==> images/pdn.png <==
Bar = 20 um. Pins as bars on the die edge. Tap cells in gray.
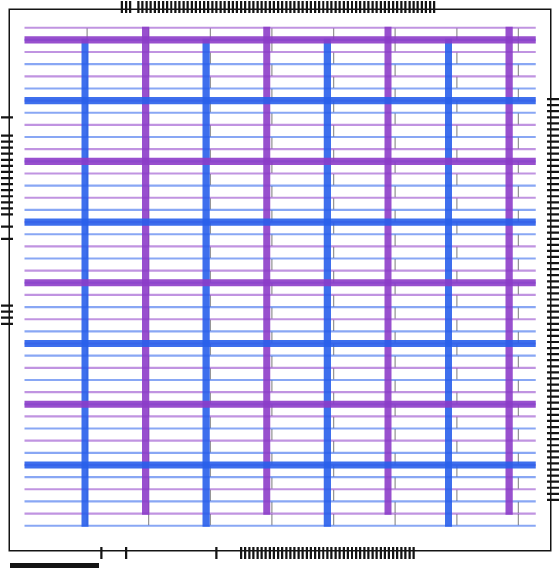
==> images/cell_classes.png <==
Bar = 20 um.
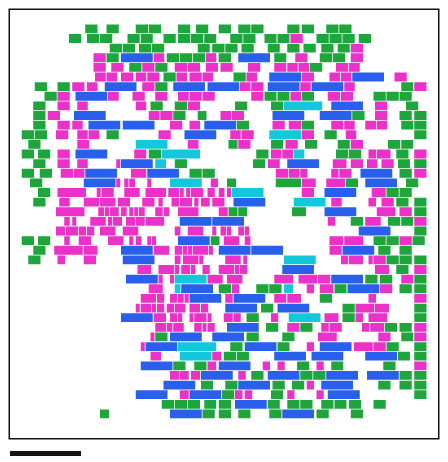
==> images/clock_map.png <==
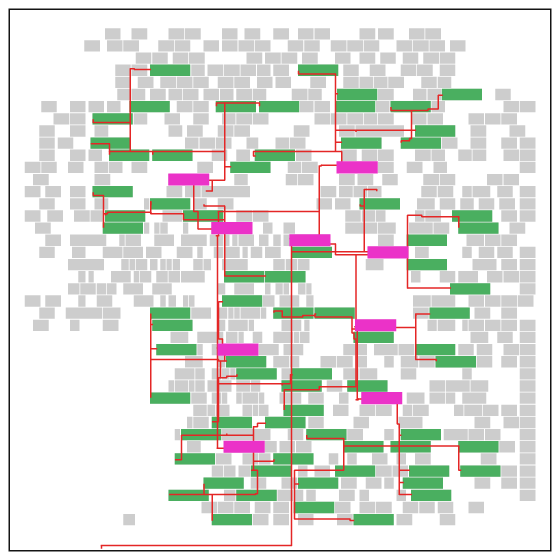
==> images/metal_stack.png <==
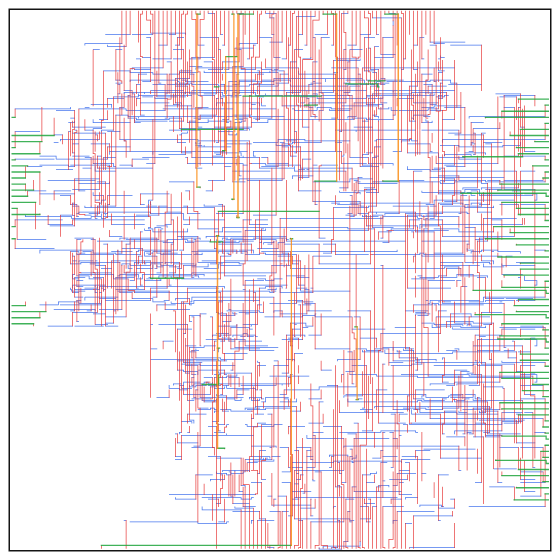
==> images/final_congestion.png <==
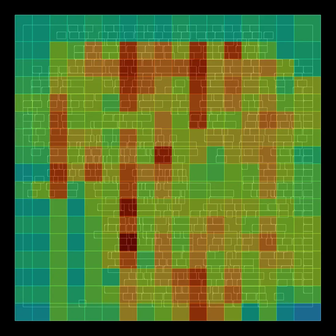
[src/rtl/fadd_scheduler_pkg.sv]
// Shared types and constants for the FloatAdder round-robin scheduler.
package fadd_sched_pkg;

   localparam int FP16_W = 16;
   localparam logic [FP16_W-1:0] FP16_QNAN = 16'h7E00;

   typedef enum logic [1:0] {
      S_IDLE    = 2'd0,
      S_ISSUE   = 2'd1,
      S_WAIT    = 2'd2,
      S_RESPOND = 2'd3
   } fadd_sched_state_t;

   // Wrap a requester position that may run past the last requester.
   function automatic int rr_wrap(input int pos, input int n);
      return (pos >= n) ? pos - n : pos;
   endfunction

endpackage

[src/rtl/fadd_scheduler_if.sv]
// Requester and FloatAdder pins of the scheduler, bundled for port connection.
interface fadd_scheduler_if #(
   parameter int N_REQ = 4
);
   logic [N_REQ-1:0]    Req;
   logic [16*N_REQ-1:0] Op_A;
   logic [16*N_REQ-1:0] Op_B;
   logic [N_REQ-1:0]    Grant;
   logic [N_REQ-1:0]    Resp_Valid;
   logic [15:0]         Result;
   logic                Resp_Err;
   logic                Busy;
   logic                Fa_Start;
   logic [7:0]          Fa_A_MSB;
   logic [7:0]          Fa_A_LSB;
   logic [7:0]          Fa_B_MSB;
   logic [7:0]          Fa_B_LSB;
   logic [7:0]          Fa_Result_MSB;
   logic [7:0]          Fa_Result_LSB;
   logic                Fa_Done;

   modport slave (
      input  Req, Op_A, Op_B, Fa_Result_MSB, Fa_Result_LSB, Fa_Done,
      output Grant, Resp_Valid, Result, Resp_Err, Busy, Fa_Start,
             Fa_A_MSB, Fa_A_LSB, Fa_B_MSB, Fa_B_LSB
   );

   modport master (
      output Req, Op_A, Op_B, Fa_Result_MSB, Fa_Result_LSB, Fa_Done,
      input  Grant, Resp_Valid, Result, Resp_Err, Busy, Fa_Start,
             Fa_A_MSB, Fa_A_LSB, Fa_B_MSB, Fa_B_LSB
   );
endinterface

[src/rtl/fadd_scheduler_rr_arbiter.sv]
// Combinational round-robin pick: first set request at or above ptr_i, wrapping.
module rr_arbiter
   import fadd_sched_pkg::*;
#(
   parameter int N_REQ = 4,
   parameter int IDX_W = (N_REQ > 1) ? $clog2(N_REQ) : 1
) (
   input  logic [N_REQ-1:0] req_i,
   input  logic [IDX_W-1:0] ptr_i,
   output logic [N_REQ-1:0] grant_o,
   output logic [IDX_W-1:0] idx_o,
   output logic             valid_o
);

   always_comb begin
      grant_o = '0;
      idx_o   = '0;
      valid_o = 1'b0;
      // Scan from the farthest position down so the nearest hit is the last one written.
      for (int k = N_REQ - 1; k >= 0; k--) begin
         if (req_i[rr_wrap(int'(ptr_i) + k, N_REQ)]) begin
            grant_o = '0;
            grant_o[rr_wrap(int'(ptr_i) + k, N_REQ)] = 1'b1;
            idx_o   = IDX_W'(rr_wrap(int'(ptr_i) + k, N_REQ));
            valid_o = 1'b1;
         end
      end
   end

endmodule

[src/rtl/fadd_scheduler.sv]
// Shares one FloatAdder among N_REQ requesters; the adder sits beside this block
// at integration with its Reset tied to ~Reset_n.
//
// state     | meaning
// ----------+------------------------------------------------------------
// S_IDLE    | waiting for any Req; latch winner and operands on exit
// S_ISSUE   | Fa_Start and Grant pulse; timeout counter cleared
// S_WAIT    | operands held; wait for Fa_Done or timeout
// S_RESPOND | Resp_Valid pulse with Result/Resp_Err; advance rr_ptr
module fadd_scheduler
   import fadd_sched_pkg::*;
#(
   parameter int N_REQ          = 4,
   parameter int TIMEOUT_CYCLES = 31
) (
   input  logic Clk,
   input  logic Reset_n,
   fadd_scheduler_if.slave sched
);

   localparam int IDX_W = (N_REQ > 1) ? $clog2(N_REQ) : 1;

   fadd_sched_state_t   state_q, state_d;
   logic [IDX_W-1:0]    rr_ptr_q, rr_ptr_d;
   logic [IDX_W-1:0]    idx_q, idx_d;
   logic [FP16_W-1:0]   op_a_q, op_a_d;
   logic [FP16_W-1:0]   op_b_q, op_b_d;
   logic [N_REQ-1:0]    grant_q, grant_d;
   logic [N_REQ-1:0]    resp_valid_q, resp_valid_d;
   logic [FP16_W-1:0]   result_q, result_d;
   logic                err_q, err_d;
   logic                fa_start_q, fa_start_d;
   logic [7:0]          cnt_q, cnt_d;

   logic [N_REQ-1:0]    win_onehot;
   logic [IDX_W-1:0]    win_idx;
   logic                win_valid;

   rr_arbiter #(
      .N_REQ (N_REQ),
      .IDX_W (IDX_W)
   ) u_arb (
      .req_i   (sched.Req),
      .ptr_i   (rr_ptr_q),
      .grant_o (win_onehot),
      .idx_o   (win_idx),
      .valid_o (win_valid)
   );

   always_ff @(posedge Clk or negedge Reset_n) begin
      if (!Reset_n) begin
         state_q      <= S_IDLE;
         rr_ptr_q     <= '0;
         idx_q        <= '0;
         op_a_q       <= '0;
         op_b_q       <= '0;
         grant_q      <= '0;
         resp_valid_q <= '0;
         result_q     <= '0;
         err_q        <= 1'b0;
         fa_start_q   <= 1'b0;
         cnt_q        <= '0;
      end else begin
         state_q      <= state_d;
         rr_ptr_q     <= rr_ptr_d;
         idx_q        <= idx_d;
         op_a_q       <= op_a_d;
         op_b_q       <= op_b_d;
         grant_q      <= grant_d;
         resp_valid_q <= resp_valid_d;
         result_q     <= result_d;
         err_q        <= err_d;
         fa_start_q   <= fa_start_d;
         cnt_q        <= cnt_d;
      end
   end

   // Pulse outputs default low so Result/Resp_Err read zero outside a response.
   always_comb begin
      state_d      = state_q;
      rr_ptr_d     = rr_ptr_q;
      idx_d        = idx_q;
      op_a_d       = op_a_q;
      op_b_d       = op_b_q;
      cnt_d        = cnt_q;
      grant_d      = '0;
      resp_valid_d = '0;
      result_d     = '0;
      err_d        = 1'b0;
      fa_start_d   = 1'b0;

      case (state_q)
         S_IDLE: begin
            if (win_valid) begin
               idx_d      = win_idx;
               op_a_d     = sched.Op_A[int'(win_idx) * FP16_W +: FP16_W];
               op_b_d     = sched.Op_B[int'(win_idx) * FP16_W +: FP16_W];
               grant_d    = win_onehot;
               fa_start_d = 1'b1;
               state_d    = S_ISSUE;
            end
         end
         S_ISSUE: begin
            cnt_d   = '0;
            state_d = S_WAIT;
         end
         S_WAIT: begin
            if (sched.Fa_Done) begin
               result_d     = {sched.Fa_Result_MSB, sched.Fa_Result_LSB};
               resp_valid_d = {{(N_REQ-1){1'b0}}, 1'b1} << idx_q;
               state_d      = S_RESPOND;
            end else if (cnt_q == 8'(TIMEOUT_CYCLES - 1)) begin
               result_d     = FP16_QNAN;
               err_d        = 1'b1;
               resp_valid_d = {{(N_REQ-1){1'b0}}, 1'b1} << idx_q;
               state_d      = S_RESPOND;
            end else begin
               cnt_d = cnt_q + 8'd1;
            end
         end
         S_RESPOND: begin
            rr_ptr_d = IDX_W'(rr_wrap(int'(idx_q) + 1, N_REQ));
            state_d  = S_IDLE;
         end
         default: state_d = S_IDLE;
      endcase
   end

   assign sched.Grant      = grant_q;
   assign sched.Resp_Valid = resp_valid_q;
   assign sched.Result     = result_q;
   assign sched.Resp_Err   = err_q;
   assign sched.Fa_Start   = fa_start_q;
   assign sched.Fa_A_MSB   = op_a_q[15:8];
   assign sched.Fa_A_LSB   = op_a_q[7:0];
   assign sched.Fa_B_MSB   = op_b_q[15:8];
   assign sched.Fa_B_LSB   = op_b_q[7:0];
   assign sched.Busy       = (state_q != S_IDLE);

endmodule

[src/flat_wrapper.sv]
// flat-port wrapper written by rule: the top's interface ports become plain ports
module fadd_scheduler_flat import fadd_sched_pkg::*;
#(
   parameter int N_REQ          = 4,
   parameter int TIMEOUT_CYCLES = 31
)
  (Clk, Reset_n, sched_Req, sched_Op_A, sched_Op_B, sched_Fa_Result_MSB, sched_Fa_Result_LSB, sched_Fa_Done, sched_Grant, sched_Resp_Valid, sched_Result, sched_Resp_Err, sched_Busy, sched_Fa_Start, sched_Fa_A_MSB, sched_Fa_A_LSB, sched_Fa_B_MSB, sched_Fa_B_LSB);
  fadd_scheduler_if #(.N_REQ(N_REQ)) sched_i ();
  input  logic Clk;
  input  logic Reset_n;
  input wire logic [$bits(sched_i.Req)-1:0] sched_Req;
  input wire logic [$bits(sched_i.Op_A)-1:0] sched_Op_A;
  input wire logic [$bits(sched_i.Op_B)-1:0] sched_Op_B;
  input wire logic [$bits(sched_i.Fa_Result_MSB)-1:0] sched_Fa_Result_MSB;
  input wire logic [$bits(sched_i.Fa_Result_LSB)-1:0] sched_Fa_Result_LSB;
  input wire logic [$bits(sched_i.Fa_Done)-1:0] sched_Fa_Done;
  output wire logic [$bits(sched_i.Grant)-1:0] sched_Grant;
  output wire logic [$bits(sched_i.Resp_Valid)-1:0] sched_Resp_Valid;
  output wire logic [$bits(sched_i.Result)-1:0] sched_Result;
  output wire logic [$bits(sched_i.Resp_Err)-1:0] sched_Resp_Err;
  output wire logic [$bits(sched_i.Busy)-1:0] sched_Busy;
  output wire logic [$bits(sched_i.Fa_Start)-1:0] sched_Fa_Start;
  output wire logic [$bits(sched_i.Fa_A_MSB)-1:0] sched_Fa_A_MSB;
  output wire logic [$bits(sched_i.Fa_A_LSB)-1:0] sched_Fa_A_LSB;
  output wire logic [$bits(sched_i.Fa_B_MSB)-1:0] sched_Fa_B_MSB;
  output wire logic [$bits(sched_i.Fa_B_LSB)-1:0] sched_Fa_B_LSB;
  assign sched_i.Req = sched_Req;
  assign sched_i.Op_A = sched_Op_A;
  assign sched_i.Op_B = sched_Op_B;
  assign sched_i.Fa_Result_MSB = sched_Fa_Result_MSB;
  assign sched_i.Fa_Result_LSB = sched_Fa_Result_LSB;
  assign sched_i.Fa_Done = sched_Fa_Done;
  assign sched_Grant = sched_i.Grant;
  assign sched_Resp_Valid = sched_i.Resp_Valid;
  assign sched_Result = sched_i.Result;
  assign sched_Resp_Err = sched_i.Resp_Err;
  assign sched_Busy = sched_i.Busy;
  assign sched_Fa_Start = sched_i.Fa_Start;
  assign sched_Fa_A_MSB = sched_i.Fa_A_MSB;
  assign sched_Fa_A_LSB = sched_i.Fa_A_LSB;
  assign sched_Fa_B_MSB = sched_i.Fa_B_MSB;
  assign sched_Fa_B_LSB = sched_i.Fa_B_LSB;
  fadd_scheduler #(.N_REQ(N_REQ), .TIMEOUT_CYCLES(TIMEOUT_CYCLES)) u_core (.Clk(Clk), .Reset_n(Reset_n), .sched(sched_i));
endmodule
[config.mk]
export PLATFORM = sky130hd
export DESIGN_NAME = fadd_scheduler_flat
export DESIGN_NICKNAME = d
export VERILOG_FILES = /design/src/rtl/fadd_scheduler_pkg.sv /design/src/rtl/fadd_scheduler_if.sv /design/src/rtl/fadd_scheduler_rr_arbiter.sv /design/src/rtl/fadd_scheduler.sv /design/src/flat_wrapper.sv
export SDC_FILE = /design/constraint.sdc
export NUM_CORES = 1
export LEC_CHECK = 0
export CAP_MARGIN = 10
export CORE_MARGIN = 3
export CORE_UTILIZATION = 35
export DETAILED_ROUTE_END_ITERATION = 10
export HOLD_SLACK_MARGIN = 0.12
export PLACE_DENSITY = 0.76
export SETUP_SLACK_MARGIN = 0.2
export SYNTH_ARGS = -nofsm -noshare
export SYNTH_HDL_FRONTEND = slang
export SYNTH_SLANG_ARGS = --single-unit
export TNS_END_PERCENT = 10
[constraint.sdc]
create_clock -name Clk -period 4.09 [get_ports Clk]
set_input_delay 0.6135 -clock Clk [delete_from_list [all_inputs] [get_ports Clk]]
set_output_delay 0.6135 -clock Clk [all_outputs]
set_load 0.05 [all_outputs]
==> qor.csv <==
metric,value,unit
dpl.cell_count,768,
buffers,217,
grt_pass1_wl,23.1,mm
slew_viol_final,0,
synth_cell_type_count,45,
routabilityCongestion,0.830,
antenna_found_initial,0,
combPwrFrac,0.641,
holdWs,0.420,ns
crit_type,register to register,
fillerInstances,1052,
clock_path_buffers,2,
regToRegSetupSlack,0.54,ns
switching_share,0.459,
cp_slowest_stage_delay,0.71,ns
cp-end-kind,register,
clock-root-buffer,clkbuf_16,
top_area_frac,0.390,
clkbuf_count,9,
path_delay_family,AND-OR/OR-AND gates,
switchingPower,2590,uW
most_common_cell,mux2i_1,
pwr-share-clk,0.161,
ys_top_cells_by_count,"mux2i_1, dfrtp_1, nor2_1, o221ai_1",
max_slew_margin,0.368,
p_leak,0.00333,uW
synth.avg_cell_area,11.2,sq um
path_buffers,2,
hold_buffers,0,
path_cells,inv_1 > ha_1 > mux4_2 > nor2b_1 > o21a_4 > a21oi_4 > buf_4 > mux2i_1 > o221ai_1,
clk_share,0.0481,
flop-count,72,
dpl-instance-area,6830,sq um
cp-start-kind,register,
drt_iter0_markers,252,
rsz0062_at_grt,no,
async_flop_share,1.00,
setup_violations,0,
layout_top_cells,"clkdlybuf4s50_1, mux2i_1, dfrtp_1",
reg2reg_depth,9,
lay_top_count,clkdlybuf4s50_1,
fp.dieH,121,um
crit_path_start,u_core.rr_ptr_q[1]$_DFFE_PN0N_,
largest_class,combinational gates,
power.total,5640,uW
fmax,0.281,GHz
ys_cells,413,
topCellsByArea,"dfrtp_1, mux2i_1, ha_1, o221ai_1, a2bb2oi_1",
powerDensity,785,nW/um^2
tightest_slew,0.949,ns
tap_cells,172,
area_delta_synth_final,55.4,%
grt_max_degree,73,
initCoreUtil,0.362,
ff_type,dfrtp_1,
yosys_register_bits,72,
syn_inst,413,
drc,0,
r2r_end,u_core.op_b_q[2]$_DFFE_PN0P_,
worstPathRequired,4.26,ns
arrival,3.72,ns
gr-total-overflow,0,
cts_tree,done,
cts_max_level,3,
status,completed,
internal_power,3050,uW
worst_slack,0.537,ns
maxPowerGroup,combinational cells,
finalHoldViolations,0,
powerComb,3620,uW
pwr-share-seq,0.198,
first_pass_iters,4,
nNetsFinal,778,
final_antenna_net_count,0,
yosys_area,4620,sq um
dieWidth,121,um
critPathSlowestCell,a21oi_4,
drive_above_1_share,0.0930,
setup_tns,0,ns
diodes,0,
floorplan.nets,583,
## Picture notes: pdn.png
legend:
  purple:
    net: VDD
  blue:
    net: VSS
signal pins: 210
met5 straps: 8
core footprint: 12,800 sq um
peak supply drop: 0.000368 V

## Picture notes: cell_classes.png
legend:
  cyan:
    class: clock drivers and dummy loads
    cells: 16
    share_of_their_area: 5.0%
  green:
    class: other buffers and delay cells
    cells: 217
    share_of_their_area: 31%
  blue:
    class: flops
    cells: 72
    share_of_their_area: 26%
  magenta:
    class: all other logic
    cells: 308
    share_of_their_area: 38%
Final Cell Area: 7180 sq um
Util after Layout: 0.562
Core Rows: 41
Seq/total area: 0.251

## Picture notes: clock_map.png
legend:
  magenta:
    item: cells driving clock nets
    count: 9
  red:
    item: clock wires
    length: 1,020 um
  green:
    item: flip-flops
    count: 72
routed clock nets: 10
P_clk: 906 uW
Clock Skews: 0.00486 ns
Clock Latency Late Sink: 0.33 ns

## Picture notes: metal_stack.png
legend:
  green:
    layer: met3
    wire_length: 702 um
  blue:
    layer: met1
    wire_length: 6,190 um
  red:
    layer: met2
    wire_length: 7,510 um
  orange:
    layer: met4
    wire_length: 354 um
Routed WL: 14.8 mm
GR Util All Layers: 0.199
drt wl/cell: 18.8 um
vias post-DR: 4,189

## Picture notes: final_congestion.png
grt met3 use: 0.0308
GRT busiest layer: met2
met2 Track Usage GR: 0.342

-- metal layers --
metal	GRT usage	part of all wire	up-vias
li1	-	-	1965
met3	0.0308	0.048	19
met5	0	0	-
met4	0.0779	0.024	0
met1	0.250	0.42	2073
met2	0.342	0.51	132
-- cells by family (layout without fill, tap and decap cells) --
group / Yosys count / after routing / synth area share
adder cells (fa/ha/maj): 19 / 19 / 0.0514
flip-flops: 72 / 72 / 0.390
buffers and inverters: 45 / 245 / 0.0490
AND-OR/OR-AND: 99 / 99 / 0.183
AND/OR/NAND/NOR: 64 / 64 / 0.0698
multiplexers: 108 / 108 / 0.246
XOR/XNOR: 6 / 6 / 0.0114
Power is estimated from default activity; no workload was simulated.
